`src/rtl/branch_predictor_unit.sv`:
```
// Direct-mapped BTB with 2-bit saturating counters, plus lookup/hit statistics.
// Latency: prediction registered, valid one cycle after the request; updates land on the same edge.
// Backpressure: none; a lookup is accepted every cycle it is requested, and so is an update.

package bpu_pkg;
  localparam int ADDR_WIDTH = 32;

  typedef logic [ADDR_WIDTH-1:0] addr_t;

  typedef struct packed {
    logic  predict_taken;
    addr_t predict_target;
    logic  btb_hit;
  } branch_prediction_t;

  typedef struct packed {
    logic  update_valid;
    addr_t pc;
    logic  is_branch;
    logic  is_jal;
    logic  is_jalr;
    logic  actual_taken;
    addr_t actual_target;
  } branch_update_t;
endpackage

module branch_predictor_unit
  import bpu_pkg::*;
#(
  parameter int         BTB_ENTRIES = 16,
  parameter logic [1:0] RESET_CTR   = 2'b01
) (
  input  logic               clk_i,
  input  logic               rst_i,
  input  logic               pred_req_i,
  input  addr_t              pred_pc_i,
  output logic               pred_valid_o,
  output branch_prediction_t prediction_o,
  input  branch_update_t     update_i,
  output logic [31:0]        lookup_cnt_o,
  output logic [31:0]        hit_cnt_o
);

  localparam int IDX_W = $clog2(BTB_ENTRIES);
  localparam int TAG_W = ADDR_WIDTH - IDX_W - 2;

  typedef logic [IDX_W-1:0] idx_t;
  typedef logic [TAG_W-1:0] tag_t;

  // BTB storage, one slot per index
  logic       valid_q  [BTB_ENTRIES];
  tag_t       tag_q    [BTB_ENTRIES];
  addr_t      target_q [BTB_ENTRIES];
  logic [1:0] ctr_q    [BTB_ENTRIES];
  logic       uncond_q [BTB_ENTRIES];

  idx_t       l_idx;
  tag_t       l_tag;
  logic       l_hit;
  logic       l_taken;
  addr_t      l_target;

  idx_t       u_idx;
  tag_t       u_tag;
  logic       u_acc;
  logic       u_hit;
  logic       u_jump;
  logic [1:0] u_ctr_nxt;

  // Word-offset bits of the update PC never select anything
  logic       unused_upd_pc_lsb;
  assign unused_upd_pc_lsb = ^update_i.pc[1:0];

  // Lookup path: reads the table as it stands before this edge's update
  always_comb begin
    l_idx    = pred_pc_i[IDX_W+1:2];
    l_tag    = pred_pc_i[ADDR_WIDTH-1:IDX_W+2];
    l_hit    = valid_q[l_idx] && (tag_q[l_idx] == l_tag);
    l_taken  = l_hit && (uncond_q[l_idx] || ctr_q[l_idx][1]);
    l_target = l_taken ? target_q[l_idx] : pred_pc_i + 32'd4;
  end

  // Update decode and saturating counter step
  always_comb begin
    u_idx     = update_i.pc[IDX_W+1:2];
    u_tag     = update_i.pc[ADDR_WIDTH-1:IDX_W+2];
    u_acc     = update_i.update_valid &&
                (update_i.is_branch || update_i.is_jal || update_i.is_jalr);
    u_hit     = valid_q[u_idx] && (tag_q[u_idx] == u_tag);
    u_jump    = update_i.is_jal || update_i.is_jalr;
    u_ctr_nxt = ctr_q[u_idx];
    if (update_i.actual_taken) begin
      if (ctr_q[u_idx] != 2'b11) u_ctr_nxt = ctr_q[u_idx] + 2'd1;
    end else begin
      if (ctr_q[u_idx] != 2'b00) u_ctr_nxt = ctr_q[u_idx] - 2'd1;
    end
  end

  // Table write: train on hit, allocate only on a taken miss
  always_ff @(posedge clk_i) begin
    if (rst_i) begin
      for (int i = 0; i < BTB_ENTRIES; i++) begin
        valid_q[i]  <= 1'b0;
        tag_q[i]    <= '0;
        target_q[i] <= '0;
        ctr_q[i]    <= RESET_CTR;
        uncond_q[i] <= 1'b0;
      end
    end else if (u_acc) begin
      if (u_hit) begin
        ctr_q[u_idx]    <= u_ctr_nxt;
        uncond_q[u_idx] <= u_jump;
        if (update_i.actual_taken) target_q[u_idx] <= update_i.actual_target;
      end else if (update_i.actual_taken) begin
        valid_q[u_idx]  <= 1'b1;
        tag_q[u_idx]    <= u_tag;
        target_q[u_idx] <= update_i.actual_target;
        ctr_q[u_idx]    <= 2'b10;
        uncond_q[u_idx] <= u_jump;
      end
    end
  end

  // Registered response; prediction holds between requests
  always_ff @(posedge clk_i) begin
    if (rst_i) begin
      pred_valid_o <= 1'b0;
      prediction_o <= '0;
    end else begin
      pred_valid_o <= pred_req_i;
      if (pred_req_i) begin
        prediction_o.btb_hit        <= l_hit;
        prediction_o.predict_taken  <= l_taken;
        prediction_o.predict_target <= l_target;
      end
    end
  end

  // Saturating lookup and hit statistics
  always_ff @(posedge clk_i) begin
    if (rst_i) begin
      lookup_cnt_o <= '0;
      hit_cnt_o    <= '0;
    end else if (pred_req_i) begin
      if (lookup_cnt_o != 32'hFFFF_FFFF) lookup_cnt_o <= lookup_cnt_o + 32'd1;
      if (l_hit && (hit_cnt_o != 32'hFFFF_FFFF)) hit_cnt_o <= hit_cnt_o + 32'd1;
    end
  end

endmodule

```
`config.mk`:
```
export PLATFORM = sky130hd
export DESIGN_NAME = branch_predictor_unit
export DESIGN_NICKNAME = d
export VERILOG_FILES = /design/src/rtl/branch_predictor_unit.sv
export SDC_FILE = /design/constraint.sdc
export NUM_CORES = 2
export LEC_CHECK = 0
export CAP_MARGIN = 5
export CORE_AREA = 3 3 322 324
export CTS_BUF_LIST = sky130_fd_sc_hd__clkbuf_16
export CTS_CLUSTER_SIZE = 28
export DETAILED_ROUTE_END_ITERATION = 6
export DIE_AREA = 0 0 325 327
export PLACE_DENSITY = 0.72
export SETUP_SLACK_MARGIN = 0.3
export SLEW_MARGIN = 20
export SYNTH_ARGS = -nofsm -noshare
export SYNTH_HDL_FRONTEND = slang
export SYNTH_SLANG_ARGS = --single-unit
export TNS_END_PERCENT = 100
```
`constraint.sdc`:
```
create_clock -name clk_i -period 6.5 [get_ports clk_i]
set_input_delay 0.65 -clock clk_i [delete_from_list [all_inputs] [get_ports clk_i]]
set_output_delay 0.65 -clock clk_i [all_outputs]
set_load 0.01 [all_outputs]
```
### Signal wires by layer

The bar under the picture is 100 um long.
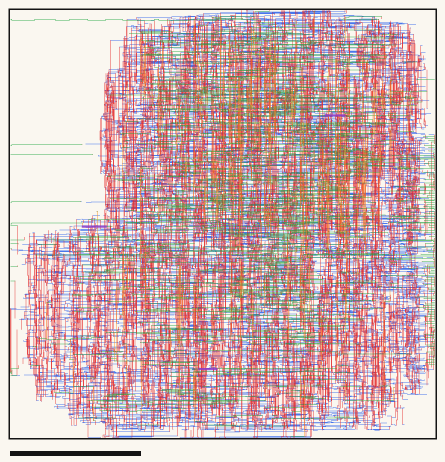
legend:
  M3:
    colour: green
    wire_length: 24.1 mm
  M2:
    colour: red
    wire_length: 81.5 mm
  M4:
    colour: orange
    wire_length: 8400 um
  M5:
    colour: purple
    wire_length: 44.2 um
  M1:
    colour: blue
    wire_length: 67.2 mm
vias: 38100
global-route usage over all layers: 33.8%
DR WL/cell: 32.6 um
DRT Wirelength: 181000 um

### Cell placement

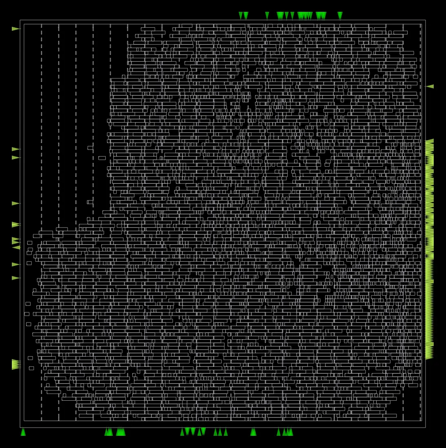
Fill cells: 7505
area of the core: 101000 sq um

==> GITHUB_STEP_SUMMARY <==
### Flow metrics

| Metric | Value |
|---|---|
| GRT busiest layer | `met2` |
| Post-DP HPWL | `108000 um` |
| Clk. pwr | `0.00640 W` |
| DR DRC count | `0` |
| Syn Std Cell Area | `55300 sq um` |
| Clock power share | `39.3%` |
| Post-CTS Resized | `0` |
| Io pins | `203` |
| FF-to-FF Start | `tag_q[14][23]` |
| Reg2reg setup slack | `1.88 ns` |
| Final ANT Viol Nets | `0` |
| Cells after DPL | `5344` |
| Commonest cells post-synth | `edfxtp_1 (976), and2_1 (544), and3_1 (435)` |
| Signal buffers | `329` |
| Ys cells | `4055` |
| Vias in the first global route | `36800` |
| Crit-path max FO | `45` |
| Setup-failing EPs final | `0` |
| Path category of the worst min-delay check | `input port to flip-flop` |
| Clkbuf count | `114` |
| Nets | `4199` |
| Worst-case clock buffer depth | `3` |
| Post-CTS setup buffer count | `0` |
| Worst vdd ir | `0.237 mV` |
| Crit path max-delay cell type | `buf_4` |
| Final design utilization | `61.5%` |
| Status | `finished clean` |
| GRT met2 Usage | `51.2%` |
| Top cell excl fill/tap | `edfxtp_1` |
| Slew headroom | `19.6%` |
| Post-Syn Instances | `4055` |
| Crit path cell chain | `buf_6 -> buf_4 -> buf_4 -> mux4_2 -> mux2i_1 -> a21oi_1 -> xor2_1 -> nor4_4 -> nand4_4 -> or2_1 -> or4_1 -> a21oi_1` |
| Beginning of the critical path | `pred_pc_i[4]` |
| Latency at later pin | `0.73 ns` |
| Met1 Usage GRT | `46.5%` |
| CTS Sinks | `1091` |
| # rows | `117` |
| Die Size | `106000 sq um` |
| Largest Register | `target_q` |
| Largest net degree at the start of global routing | `277` |
### Metal 3

The bar under the picture is 100 um long.
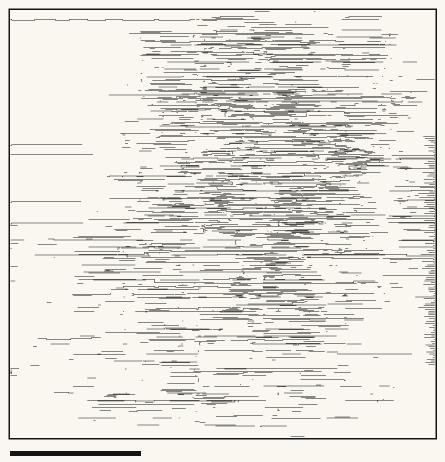
longest straight run: 143 um
wire length on this layer: 24.1 mm
nets with wire on the layer: 696
met3 Resource Use GR: 9.00%

Power and IR drop assume default switching activity.
